<file path="src/rtl/pc_sequencer_if.sv">
// ----------------------------------------------------------------------------
// pc_sequencer_if
// Instruction-memory fetch handshake between the PC sequencer and imem.
//   imem_req  : fetch request, held high until acknowledged (sequencer drives)
//   imem_addr : fetch address, equals the architectural PC (sequencer drives)
//   imem_ack  : instruction valid this cycle (memory drives)
// Modports: master = sequencer side, slave = memory side.
// ----------------------------------------------------------------------------
interface pc_sequencer_if;
    logic        imem_req;
    logic [31:0] imem_addr;
    logic        imem_ack;

    modport master (
        output imem_req,
        output imem_addr,
        input  imem_ack
    );

    modport slave (
        input  imem_req,
        input  imem_addr,
        output imem_ack
    );
endinterface

</file>
<file path="src/rtl/pc_sequencer.sv">
// ----------------------------------------------------------------------------
// pc_sequencer
// Owns the architectural program counter and sequences fetch/commit around
// the next-PC 2:1 mux. Each instruction is fetched (FETCH), then committed in
// a one-cycle window (EXEC, stall=0). A fetch that sees no acknowledge for
// MAX_WAIT request cycles, or a taken branch to a non word-aligned target,
// redirects the PC to TRAP_VECTOR through a one-cycle TRAP state.
//
// Ports:
//   clk           : system clock, rising-edge
//   rst_n         : synchronous active-low reset
//   imem          : fetch handshake (master modport of pc_sequencer_if)
//   stall         : hold the commit cycle
//   branch_taken  : branch decision, used in the commit cycle only
//   branch_target : branch target, used in the commit cycle only
//   PCSrc         : pc_mux select, 0 = PC+4, 1 = branch target
//   pc            : current program counter
//   instr_valid   : one-cycle commit pulse
//   trap          : one-cycle trap pulse
//   trap_cause    : 01 = fetch timeout, 10 = misaligned target (sticky)
// ----------------------------------------------------------------------------
module pc_sequencer #(
    parameter logic [31:0] RESET_VECTOR = 32'h0000_0000,
    parameter logic [31:0] TRAP_VECTOR  = 32'h0000_0100,
    parameter int unsigned MAX_WAIT     = 8
) (
    input  logic                  clk,
    input  logic                  rst_n,
    pc_sequencer_if.master        imem,
    input  logic                  stall,
    input  logic                  branch_taken,
    input  logic [31:0]           branch_target,
    output logic                  PCSrc,
    output logic [31:0]           pc,
    output logic                  instr_valid,
    output logic                  trap,
    output logic [1:0]            trap_cause
);

    typedef enum logic [1:0] {
        IDLE  = 2'd0,
        FETCH = 2'd1,
        EXEC  = 2'd2,
        TRAP  = 2'd3
    } state_t;

    localparam logic [1:0] CAUSE_NONE      = 2'b00;
    localparam logic [1:0] CAUSE_TIMEOUT   = 2'b01;
    localparam logic [1:0] CAUSE_MISALIGN  = 2'b10;

    // Last wait count before the timeout fires: the counter starts at 0 on
    // the first request cycle, so reaching MAX_WAIT-1 unacknowledged means
    // exactly MAX_WAIT request cycles have elapsed.
    localparam logic [7:0] WAIT_LAST = 8'(MAX_WAIT) - 8'd1;

    state_t      state_r;
    logic [31:0] pc_r;
    logic [7:0]  wait_cnt_r;
    logic [1:0]  trap_cause_r;
    logic        req_r;
    logic        trap_r;

    logic        commit_s;
    logic        take_s;
    logic        misalign_trap_s;
    logic [31:0] next_pc_s;

    // True when a word address has non-zero byte-offset bits.
    function automatic logic is_misaligned(input logic [31:0] addr);
        return (addr[1:0] != 2'b00);
    endfunction

    // Commit-window decode and next-PC mux selection.
    always_comb begin
        commit_s        = 1'b0;
        take_s          = 1'b0;
        misalign_trap_s = 1'b0;
        next_pc_s       = pc_r + 32'd4;
        if ((state_r == EXEC) && !stall) begin
            commit_s = 1'b1;
            take_s   = branch_taken;
            if (branch_taken) begin
                next_pc_s       = branch_target;
                misalign_trap_s = is_misaligned(branch_target);
            end else begin
                next_pc_s       = pc_r + 32'd4;
                misalign_trap_s = 1'b0;
            end
        end else begin
            commit_s = 1'b0;
            take_s   = 1'b0;
        end
    end

    // Sequencer FSM: state, PC, wait counter and registered outputs.
    always_ff @(posedge clk) begin
        if (!rst_n) begin
            state_r      <= IDLE;
            pc_r         <= RESET_VECTOR;
            wait_cnt_r   <= 8'd0;
            trap_cause_r <= CAUSE_NONE;
            req_r        <= 1'b0;
            trap_r       <= 1'b0;
        end else begin
            case (state_r)
                IDLE: begin
                    state_r <= FETCH;
                    req_r   <= 1'b1;
                    trap_r  <= 1'b0;
                end
                FETCH: begin
                    if (imem.imem_ack) begin
                        state_r    <= EXEC;
                        wait_cnt_r <= 8'd0;
                        req_r      <= 1'b0;
                    end else if (wait_cnt_r == WAIT_LAST) begin
                        state_r      <= TRAP;
                        wait_cnt_r   <= 8'd0;
                        req_r        <= 1'b0;
                        trap_r       <= 1'b1;
                        trap_cause_r <= CAUSE_TIMEOUT;
                    end else begin
                        wait_cnt_r <= wait_cnt_r + 8'd1;
                    end
                end
                EXEC: begin
                    if (!commit_s) begin
                        state_r <= EXEC;
                    end else if (misalign_trap_s) begin
                        // PC keeps the branch's own address; the vector is
                        // loaded on the way out of TRAP.
                        state_r      <= TRAP;
                        trap_r       <= 1'b1;
                        trap_cause_r <= CAUSE_MISALIGN;
                    end else begin
                        pc_r    <= next_pc_s;
                        state_r <= FETCH;
                        req_r   <= 1'b1;
                    end
                end
                TRAP: begin
                    pc_r    <= TRAP_VECTOR;
                    trap_r  <= 1'b0;
                    state_r <= FETCH;
                    req_r   <= 1'b1;
                end
                default: begin
                    state_r <= IDLE;
                    req_r   <= 1'b0;
                    trap_r  <= 1'b0;
                end
            endcase
        end
    end

    assign imem.imem_req  = req_r;
    assign imem.imem_addr = pc_r;
    assign pc             = pc_r;
    assign trap           = trap_r;
    assign trap_cause     = trap_cause_r;
    // The commit pulse and mux select follow stall/branch_taken in the same
    // cycle, so they are decoded from the state register and live inputs.
    assign instr_valid    = commit_s;
    assign PCSrc          = take_s;

endmodule

</file>
<file path="src/flat_wrapper.sv">
// flat-port wrapper written by rule: the top's interface ports become plain ports
module pc_sequencer_flat 
#(
    parameter logic [31:0] RESET_VECTOR = 32'h0000_0000,
    parameter logic [31:0] TRAP_VECTOR  = 32'h0000_0100,
    parameter int unsigned MAX_WAIT     = 8
)
  (clk, rst_n, stall, branch_taken, branch_target, PCSrc, pc, instr_valid, trap, trap_cause, imem_imem_req, imem_imem_addr, imem_imem_ack);
  pc_sequencer_if imem_i ();
  input  logic clk;
  input  logic rst_n;
  input  logic stall;
  input  logic branch_taken;
  input  logic [31:0] branch_target;
  output logic PCSrc;
  output logic [31:0] pc;
  output logic instr_valid;
  output logic trap;
  output logic [1:0] trap_cause;
  output wire logic [$bits(imem_i.imem_req)-1:0] imem_imem_req;
  output wire logic [$bits(imem_i.imem_addr)-1:0] imem_imem_addr;
  input wire logic [$bits(imem_i.imem_ack)-1:0] imem_imem_ack;
  assign imem_imem_req = imem_i.imem_req;
  assign imem_imem_addr = imem_i.imem_addr;
  assign imem_i.imem_ack = imem_imem_ack;
  pc_sequencer #(.RESET_VECTOR(RESET_VECTOR), .TRAP_VECTOR(TRAP_VECTOR), .MAX_WAIT(MAX_WAIT)) u_core (.clk(clk), .rst_n(rst_n), .imem(imem_i), .stall(stall), .branch_taken(branch_taken), .branch_target(branch_target), .PCSrc(PCSrc), .pc(pc), .instr_valid(instr_valid), .trap(trap), .trap_cause(trap_cause));
endmodule
</file>
<file path="config.mk">
export PLATFORM = sky130hd
export DESIGN_NAME = pc_sequencer_flat
export DESIGN_NICKNAME = d
export VERILOG_FILES = /design/src/rtl/pc_sequencer_if.sv /design/src/rtl/pc_sequencer.sv /design/src/flat_wrapper.sv
export SDC_FILE = /design/constraint.sdc
export NUM_CORES = 1
export LEC_CHECK = 0
export CORE_ASPECT_RATIO = 0.7
export CORE_MARGIN = 5
export CORE_UTILIZATION = 45
export CTS_CLUSTER_SIZE = 25
export DETAILED_ROUTE_END_ITERATION = 7
export PLACE_DENSITY = 0.91
export SYNTH_ARGS = -nofsm -noshare
export SYNTH_HDL_FRONTEND = slang
export SYNTH_SLANG_ARGS = --single-unit
</file>
<file path="constraint.sdc">
create_clock -name clk -period 2.1 [get_ports clk]
set_input_delay 0.42 -clock clk [delete_from_list [all_inputs] [get_ports clk]]
set_output_delay 0.42 -clock clk [all_outputs]
set_load 0.02 [all_outputs]
</file>
==> images/congestion_map.png <==
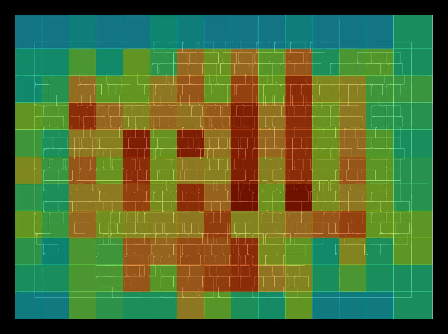
final routed wire length divided by cell count: 17.5 µm
GRT busiest layer: met2
overall global routing resource usage: 0.221
met2 usage in global routing: 0.368

==> images/clock_wires.png <==
Drawn at 2 px/µm.
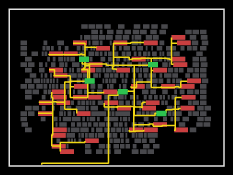
Key: red = flip-flops [count 46]; yellow = clock wires [length 622 µm]; green = clock-net drivers [count 5]
There are 6 routed clock nets.
worst-skew pair later-pin latency: 0.31 ns
reported clock group power: 583 µW

==> images/closeup.png <==
Region (70, 9) to (90, 29) µm. Cells in gray, sequential cells in the stronger gray; small squares are vias.
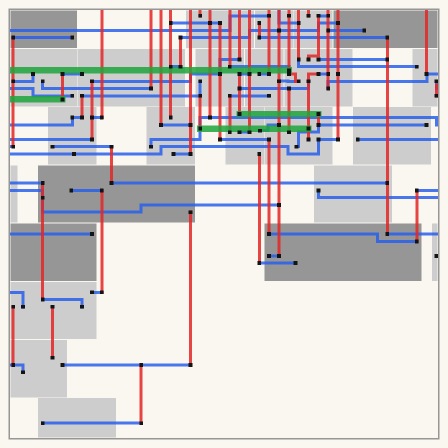
Key: green = M3; red = M2; blue = M1
Most frequent: o21ai_0 (4), dfxtp_1 (4), clkdlybuf4s50_1 (3). Sequential cells in the window: 4. Netlist names of flops here include u_core.imem.imem_addr (2). 22 logic cells have their middle in the window.

[logic make-up after synthesis]
family | count (synthesis) | share of synthesized area
AND/OR/NAND/NOR | 134 | 0.244
AND-OR/OR-AND | 111 | 0.246
buffers and inverters | 60 | 0.127
flip-flops | 46 | 0.313
XOR/XNOR | 12 | 0.0357
adder cells (fa/ha/maj) | 6 | 0.0255
multiplexers | 2 | 0.00766
[synth_stat cells, types with 5 or more instances]
cell,count,share of area
a21oi_1,25,0.043
a22oi_1,11,0.028
and2_1,7,0.015
and3_1,11,0.023
and4_1,5,0.015
buf_2,7,0.012
buf_4,35,0.089
clkbuf_1,6,0.0077
dfxtp_1,46,0.31
ha_1,6,0.026
inv_1,9,0.011
nand2_1,35,0.045
nand3_1,9,0.015
nand4_1,9,0.019
nor2_1,21,0.027
nor3_1,14,0.024
nor4_1,6,0.013
o21ai_0,27,0.046
o22ai_1,18,0.038
xnor2_1,7,0.021
xor2_1,5,0.015
[final timing paths]
| kind | slack, ns | cells after the start | startpoint | to |
|---|---|---|---|---|
| setup reg to reg | 0.15 | 5 | u_core.imem.imem_addr[14] | u_core.imem.imem_addr[21] |
| hold reg to reg | 0.52 | 1 | u_core.trap_cause[0] | u_core.trap_cause[0] |
| hold / removal | 0.52 | 1 | u_core.trap_cause[0] | u_core.trap_cause[0] |
| setup / recovery | 0.09 | 6 | stall | PCSrc |
[sequential cells by signal, indices dropped and copies added, names as in the netlist]
register	count
u_core.imem.imem_addr	32
u_core.imem.imem_req	1
u_core.state_r	2
u_core.trap	1
u_core.wait_cnt_r	8
u_core.trap_cause	2
[metrics by stage]
step	cells	worst slack [ns]	hold slack, ns	instance area (µm²)
after floorplan	371	0.0592	0.457	2940
after global routing	547	0.0175	0.527	4120
after CTS	545	0.0641	0.515	4100
final	547	0.0937	0.516	4120
after global placement	537	-0.172	0.475	4010
after detailed placement	537	-0.192	0.495	4010
[worst register-to-register path: stages, from the launching register on]
cell and delay [ns]:
dfxtp_1 0.46, and4_1 0.36, nand4_1 0.35, nor3_1 0.43, xnor2_1 0.16, o22ai_1 0.09
[what timing repair did]
| action | CTS | global route |
|---|---|---|
| endpoints found under the setup margin | 2 | 6 |
| buffers inserted | 0 | 2 |
| pin swaps | 0 | 1 |
| gates resized | 2 | 1 |
[routing by layer]
metal / vias to the layer above / GRT usage / routed length [µm]
met1: 1561 / 0.294 / 4140
met2: 195 / 0.368 / 4470
li1: 1535 / - / -
met3: 9 / 0.0473 / 884
met4: 0 / 0.0511 / 95
met5: - / 0 / 0
[report_power, final]
| group | switching, µW | total (µW) | internal, µW |
|---|---|---|---|
| Clock | 316 | 583 | 266 |
| Sequential | 42.2 | 966 | 924 |
| Combinational | 497 | 930 | 433 |
| Total | 856 | 2480 | 1620 |
[final cells by class]
| class | count | area (µm²) |
|---|---|---|
| flip-flops and latches | 46 | 921 |
| clock inverters | 1 | 5.00 |
| repair buffers | 140 | 1330 |
| multi-input cells | 265 | 1650 |
| inverters | 10 | 37.5 |
| well taps | 78 | 97.6 |
| clock buffers | 7 | 86.3 |
| fillers | 512 | 2150 |
==> metrics.log <==
[report] extracting results
[metrics] CP endpoint kind: primary output
[metrics] highest cell delay on the worst timing path: 0.42 ns
[metrics] Final Routed Wirelength: 9.59 mm
[metrics] dominant cell type by count on the critical path: inv_1
[metrics] Clk pin slew, worst setup/hold paths: 0.09 ns
[metrics] number of instances in the synthesized netlist: 371
[metrics] leakage power: 0.00146 µW
[metrics] synthesized cell area: 2940 µm²
[metrics] utilization after layout: 0.657
[metrics] setup TNS: 0 ns
[metrics] number of DRC markers after the initial detailed-route iteration: 364
[metrics] Die H: 77.6 µm
[metrics] number of storage elements in the synthesis netlist: 46
[metrics] commonest non-fill, non-tap cells in the layout: clkdlybuf4s50_1 (104), dfxtp_1 (46), nand2_1 (35)
[metrics] top flip-flop cell by instance count after synthesis: dfxtp_1
[metrics] grt ovf: 0
[metrics] Worst Path Max Fanout: 2
[metrics] number of setup violations in the final report: 0
[metrics] Max-slew headroom: 0.702
[metrics] Worst EP required: 1.68 ns
[metrics] max-cap check violation count: 0
[metrics] Layout area overhead: 40.3%
[metrics] maximum clock skew at final layout: 0.00889 ns
[metrics] post-synth area from yosys stat: 2940 µm²
[metrics] port buffer count: 106
[metrics] synthesis warning total: 0
[metrics] Power Density: 601 nW/µm²
[metrics] via count of the first global-routing pass: 3049
[metrics] type of the most critical hold path: reg -> reg
[metrics] diode insertion count for antenna repair: 0
[metrics] per-instance average area after synthesis: 7.93 µm²
[metrics] sequence of cells on the critical path: clkdlybuf4s50_1 > nand2b_1 > inv_1 > nand2_2 > inv_1 > clkdlybuf4s15_1
[metrics] floorplan die area: 8280 µm²
[metrics] part of the cycle the worst path needs: 0.955
[metrics] count of standard-cell rows: 24
[metrics] kind of launch point of the worst setup path: input pin
[metrics] achievable frequency: 498 MHz
[metrics] pin count of the biggest net entering global routing: 27
[metrics] boundary pin count: 107
[metrics] detailed-routing iteration count for the pre-antenna-repair pass: 5
[metrics] proportion of register bits with asynchronous set or reset after synthesis: 0
[metrics] RSZ-0062 raised after global routing: false
[metrics] per-cell via count in the routed design: 6.03
[metrics] first-pass GRT wire length: 15.0 mm
[metrics] horizontal die size: 107 µm
[metrics] clock root buffer master: clkbuf_8
[metrics] status: complete, no violations
[metrics] highest ir drop seen on vdd: 285 µV
Power and IR drop assume default switching activity.
